<file path="src/rtl/irq_sequencer_pkg.sv">
// rtl/irq_sequencer_pkg.sv - shared types and constants for the interrupt entry/exit sequencer
//
// Purpose : FSM state encoding, register-file backup (irq_bak) codes,
//           default vector address and index-width helper.
// Ports   : none (package).

package irq_sequencer_pkg;

    // Entry runs ARM -> SAVE -> ENTER, then HANDLER until return, then EXIT.
    typedef enum logic [2:0] {
        ST_IDLE    = 3'd0,
        ST_ARM     = 3'd1,
        ST_SAVE    = 3'd2,
        ST_ENTER   = 3'd3,
        ST_HANDLER = 3'd4,
        ST_EXIT    = 3'd5
    } state_t;

    // Register-file backup controls.
    // BAK_R01       : interrupt bank captures r0/r1 from o_irq_r0/o_irq_r1
    // BAK_SP_PCNEXT : banked r13/r14 captured, r14 takes pc_next
    // BAK_SP_PCWR   : banked r13/r14 captured, r14 takes the in-flight PC write
    localparam logic [1:0] BAK_NONE      = 2'b00;
    localparam logic [1:0] BAK_R01       = 2'b01;
    localparam logic [1:0] BAK_SP_PCNEXT = 2'b10;
    localparam logic [1:0] BAK_SP_PCWR   = 2'b11;

    localparam logic [31:0] DEFAULT_VECTOR_ADDR = 32'h0000_0018;

    // Width of a source index; a single source still needs one bit.
    function automatic int idx_width(input int n);
        return (n > 1) ? $clog2(n) : 1;
    endfunction

endpackage

</file>
<file path="src/rtl/irq_prio_enc.sv">
// rtl/irq_prio_enc.sv - fixed-priority lowest-set-bit encoder
//
// Purpose : returns the index of the lowest set request bit (bit 0 wins).
// Ports   : i_req   [N_SRC-1:0] request vector
//           o_idx   [IDX_W-1:0] index of lowest set bit (0 when none)
//           o_valid             at least one request bit set

module irq_prio_enc #(
    parameter int N_SRC = 8,
    parameter int IDX_W = 3
) (
    input  logic [N_SRC-1:0] i_req,
    output logic [IDX_W-1:0] o_idx,
    output logic             o_valid
);

    // Scan from the top down so the last hit, the lowest bit, is kept.
    always_comb begin
        o_idx = '0;
        for (int i = N_SRC - 1; i >= 0; i--) begin
            if (i_req[i]) begin
                o_idx = IDX_W'(i);
            end
        end
    end

    assign o_valid = |i_req;

endmodule

</file>
<file path="src/rtl/irq_sequencer.sv">
// rtl/irq_sequencer.sv - interrupt entry/exit controller for the banked register file
//
// Purpose : arbitrates N_SRC level requests, sequences the register-file
//           backup controls into the interrupt bank, switches int_mode and
//           redirects fetch to VECTOR_ADDR, then restores normal mode on return.
// Ports   : clk, rst_n (async active-low)
//           i_en          advance enable (FSM holds when low)
//           i_irq         level requests, i_irq_en global enable
//           i_boundary    instruction boundary, i_pc_en PC write in flight
//           i_ret         return-from-interrupt pulse
//           o_int_mode    register-file interrupt mode
//           o_irq_bak     register-file backup control
//           o_irq_r0/r1   granted index / request snapshot (zero-extended)
//           o_irq_ack     one-hot acknowledge in ENTER
//           o_redirect_en/o_redirect_pc  PC load to vector
//           o_flush, o_stall, o_busy  pipeline control

module irq_sequencer
    import irq_sequencer_pkg::*;
#(
    parameter int          N_SRC       = 8,
    parameter logic [31:0] VECTOR_ADDR = DEFAULT_VECTOR_ADDR
) (
    input  logic             clk,
    input  logic             rst_n,
    input  logic             i_en,
    input  logic [N_SRC-1:0] i_irq,
    input  logic             i_irq_en,
    input  logic             i_boundary,
    input  logic             i_pc_en,
    input  logic             i_ret,
    output logic             o_int_mode,
    output logic [1:0]       o_irq_bak,
    output logic [31:0]      o_irq_r0,
    output logic [31:0]      o_irq_r1,
    output logic [N_SRC-1:0] o_irq_ack,
    output logic             o_redirect_en,
    output logic [31:0]      o_redirect_pc,
    output logic             o_flush,
    output logic             o_stall,
    output logic             o_busy
);

    localparam int IDX_W = idx_width(N_SRC);

    state_t             r_state;
    state_t             w_next;
    logic [IDX_W-1:0]   r_idx;
    logic [N_SRC-1:0]   r_snap;

    logic [IDX_W-1:0]   w_idx;
    logic               w_valid;
    logic               w_take;
    logic [31:0]        w_r0_ext;
    logic [31:0]        w_r1_ext;
    logic [N_SRC-1:0]   w_one;

    irq_prio_enc #(
        .N_SRC (N_SRC),
        .IDX_W (IDX_W)
    ) u_prio_enc (
        .i_req   (i_irq),
        .o_idx   (w_idx),
        .o_valid (w_valid)
    );

    assign w_take = i_irq_en & i_boundary & w_valid;

    // Zero-extension written as partial assignment so N_SRC == 32 needs no
    // zero-width replication.
    always_comb begin
        w_r0_ext             = '0;
        w_r0_ext[IDX_W-1:0]  = r_idx;
        w_r1_ext             = '0;
        w_r1_ext[N_SRC-1:0]  = r_snap;
        w_one                = '0;
        w_one[0]             = 1'b1;
    end

    // State and grant registers. Index/snapshot are only captured on the
    // IDLE take, so later request changes cannot disturb a committed entry.
    always_ff @(posedge clk or negedge rst_n) begin
        if (!rst_n) begin
            r_state <= ST_IDLE;
            r_idx   <= '0;
            r_snap  <= '0;
        end else if (i_en) begin
            r_state <= w_next;
            if (r_state == ST_IDLE && w_take) begin
                r_idx  <= w_idx;
                r_snap <= i_irq;
            end
        end
    end

    // Next state and state-decoded outputs. Outputs depend on r_state (plus
    // i_pc_en in SAVE), so with i_en low they hold along with the state.
    always_comb begin
        w_next        = r_state;
        o_int_mode    = 1'b0;
        o_irq_bak     = BAK_NONE;
        o_irq_r0      = '0;
        o_irq_r1      = '0;
        o_irq_ack     = '0;
        o_redirect_en = 1'b0;
        o_redirect_pc = '0;
        o_flush       = 1'b0;
        o_stall       = 1'b0;
        o_busy        = (r_state != ST_IDLE);

        case (r_state)
            ST_IDLE: begin
                if (w_take) begin
                    w_next = ST_ARM;
                end
            end
            ST_ARM: begin
                o_irq_bak = BAK_R01;
                o_irq_r0  = w_r0_ext;
                o_irq_r1  = w_r1_ext;
                o_stall   = 1'b1;
                w_next    = ST_SAVE;
            end
            ST_SAVE: begin
                // A PC write landing this cycle must be what banked r14 keeps.
                o_irq_bak = i_pc_en ? BAK_SP_PCWR : BAK_SP_PCNEXT;
                o_stall   = 1'b1;
                w_next    = ST_ENTER;
            end
            ST_ENTER: begin
                o_int_mode    = 1'b1;
                o_redirect_en = 1'b1;
                o_redirect_pc = VECTOR_ADDR;
                o_flush       = 1'b1;
                o_irq_ack     = w_one << r_idx;
                w_next        = ST_HANDLER;
            end
            ST_HANDLER: begin
                // No nesting: requests are not looked at until back in IDLE.
                o_int_mode = 1'b1;
                if (i_ret) begin
                    w_next = ST_EXIT;
                end
            end
            ST_EXIT: begin
                // Handler already wrote PC; only the pipeline needs flushing.
                o_flush = 1'b1;
                w_next  = ST_IDLE;
            end
            default: begin
                w_next = ST_IDLE;
            end
        endcase
    end

endmodule

</file>
<file path="config.mk">
export PLATFORM = sky130hd
export DESIGN_NAME = irq_sequencer
export DESIGN_NICKNAME = d
export VERILOG_FILES = /design/src/rtl/irq_sequencer_pkg.sv /design/src/rtl/irq_prio_enc.sv /design/src/rtl/irq_sequencer.sv
export SDC_FILE = /design/constraint.sdc
export NUM_CORES = 1
export LEC_CHECK = 0
export CORE_MARGIN = 4
export CORE_UTILIZATION = 29
export CTS_CLUSTER_DIAMETER = 60
export DETAILED_ROUTE_END_ITERATION = 7
export GPL_ROUTABILITY_DRIVEN = 0
export PLACE_DENSITY = 0.79
export SETUP_SLACK_MARGIN = 0.5
export SYNTH_ARGS = -nofsm -noshare
export SYNTH_HDL_FRONTEND = slang
export SYNTH_SLANG_ARGS = --single-unit
</file>
<file path="constraint.sdc">
create_clock -name clk -period 1.7 [get_ports clk]
set_clock_uncertainty 0.1 [all_clocks]
set_input_delay 0.34 -clock clk [delete_from_list [all_inputs] [get_ports clk]]
set_output_delay 0.34 -clock clk [all_outputs]
set_load 0.05 [all_outputs]
</file>
Fig. 1: the metal 1 layer
The bar under the picture is 20 microns long.
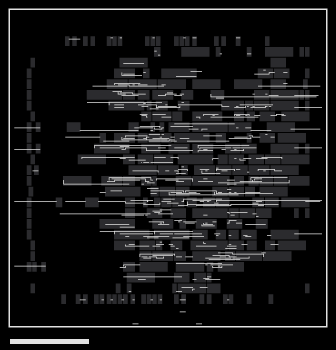
wire length on this layer = 1270 microns
nets with wire on the layer = 172
share of all routed wire = 34%

Fig. 2: metal 2
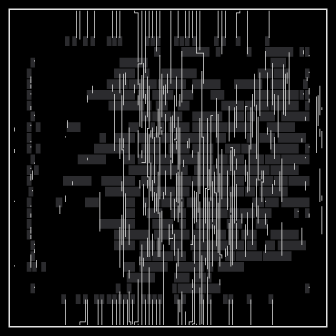
longest straight run = 32.1 microns
nets with wire on the layer = 249
main direction = vertical
share of all routed wire = 55%
wire length on this layer = 2050 microns

Fig. 3: metal 3
The bar under the picture is 20 microns long.
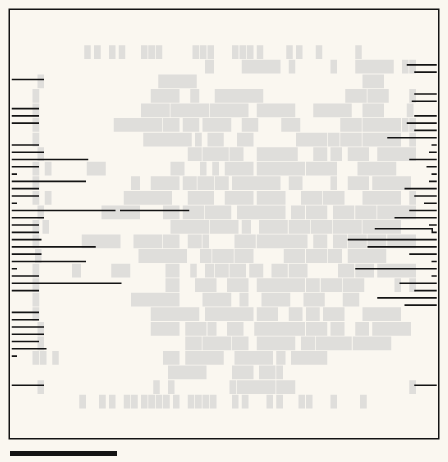
main direction = horizontal
share of all routed wire = 11%

Fig. 4: cell placement
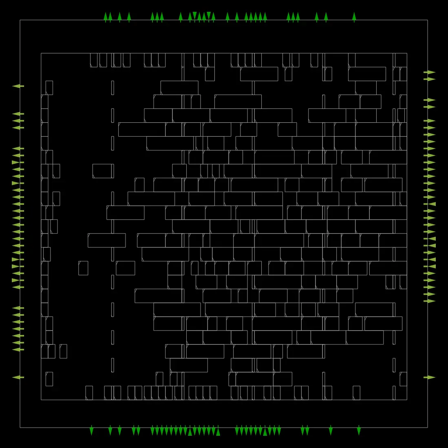
num sequential: 14
Core Area: 4880 sq um
post-route core utilization: 51.4%

==> impl_metrics.env <==
# physical design summary
export IMPL_diodes=0
export IMPL_synthAdderAreaFrac_pct=0
export IMPL_start_kind="register"
export IMPL_ys_sh_simple_pct=15.6
export IMPL_setup_viol=38
export IMPL_layout_cells_non_filler=312
export IMPL_outcome="finished, violations left"
export IMPL_logic_family="buffers and inverters"
export IMPL_synth_avg_cell_area_sq_um=8.73
export IMPL_violations="negative setup slack"
export IMPL_syn_inst=172
export IMPL_place_inst=298
export IMPL_final_net_count=261
export IMPL_dpl_hpwl_microns=2940
export IMPL_clk_pin_slew_ps=60
export IMPL_fin_hold_ws_ps=243
export IMPL_fp_util_pct=30.8
export IMPL_die_width_microns=80.0
export IMPL_layout_drive_gt1_share_pct=50.2
export IMPL_vdd_ir_drop_max_v=0.000937
export IMPL_cp_end_kind="output pin"
export IMPL_ys_chip_area_sq_um=1500
export IMPL_cts_root_buffer="clkbuf_8"
export IMPL_critPathMaxFanout=7
export IMPL_p_per_area_nw_per_um2=1880
export IMPL_layout_setup_ws_ps=-246
export IMPL_yosys_area_share_xor_xnor_pct=0.583
export IMPL_cts_hold_buf=0
export IMPL_arrival_ps=1510
export IMPL_first_global_vias=1093
export IMPL_post_route_min_period_ps=1950
export IMPL_critPathKind="reg -> out"
export IMPL_hold_viol_final=0
==> layout by cell type, fill, tap and decap left out, types with 3 or more instances in the layout <==
master	instances
buf_6	15
mux2_4	13
buf_4	19
nor2_4	9
and2_4	12
dfrtp_1	12
clkdlybuf4s50_1	6
nor2_1	3
conb_1	83
clkbuf_8	3
buf_12	28
buf_2	5
==> per-stage QoR <==
| step | power, mW | setup TNS, ps |
|---|---|---|
| finish | 4.73 | -6770 |
| global route | 4.92 | -9000 |
| CTS | 4.57 | -7140 |
| detailed placement | 4.05 | -8730 |
| global placement | 4.00 | -8350 |
| floorplan | 2.87 | -4250 |
==> what timing repair did <==
action	4_1_cts	5_1_grt
setup endpoints to repair	42	42
buffers inserted	5	5
gates resized	49	12
pin swaps	10	13
==> cell families after synthesis <==
group                  Yosys count
XOR/XNOR                         1
AND/OR/NAND/NOR                 41
multiplexers                    13
buffers and inverters           90
other                            1
AND-OR/OR-AND                   12
flip-flops                      14
==> cell usage after synthesis, drive strengths merged <==
library cell,number,area share (%)
buf,88,44
dfrtp,14,23
mux2,13,9.7
and2,12,5.0
nor2,12,3.0
a21oi,3,1.0
nand2,3,0.75
a21o,2,1.0
nand2b,2,0.83
nor3,2,0.67
nor3b,2,1.0
or3,2,1.2
or4,2,1.5
a211oi,1,0.50
a221oi,1,0.58
clkbuf,1,0.25
conb,1,0.25
inv,1,0.25
nand3,1,0.33
nand3b,1,0.50
nor2b,1,0.42
o211a,1,0.67
o211ai,1,0.83
o21a,1,0.50
o21ai,1,0.33
o21bai,1,0.50
or2,1,0.42
xor2,1,0.58
==> state kept, by name, summed over array words and instances (netlist names) <==
name / flops
r_idx: 3
r_snap: 8
r_state: 3
==> where the power goes <==
part | internal [mW] | switching (mW) | total, mW
Clock | 0.165 | 0.117 | 0.283
Combinational | 1.79 | 2.00 | 3.79
Sequential | 0.499 | 0.152 | 0.651
Total | 2.46 | 2.27 | 4.73
==> layer usage <==
metal,routed length [microns],global-route usage (%)
met4,13,1.52
met1,1270,11.4
met3,398,3.05
met5,0,0
met2,2050,19.7
==> path summary, 6_finish.rpt <==
kind | from | slack, ps | cells after the start | end
max | r_state[1] | -250 | 5 | o_irq_r0[1]
min in group asynchronous | rst_n | 320 | 2 | r_idx[1]
min reg2reg | r_snap[2] | 410 | 1 | r_snap[2]
max reg2reg | r_state[0] | -150 | 6 | r_snap[6]
max in group asynchronous | rst_n | 990 | 2 | r_state[0]
min | i_irq[6] | 240 | 2 | r_snap[6]
==> layout make-up <==
class	instances	area, sq um	share of cell area, %
inverters	1	3.75	0.150
repair buffers	76	992	39.5
flip-flops and latches	14	353	14.1
multi-input cells	150	1030	41.1
clock buffers	4	45.0	1.79
well taps	67	83.8	3.34
==> critical path, stage by stage (launching register included) <==
cell and delay (ps):
dfrtp_2 440, buf_6 140, nor3b_4 240, buf_6 160
and2_4 150, buf_12 130
No activity file was given, so power comes from the tool's default toggle rates.
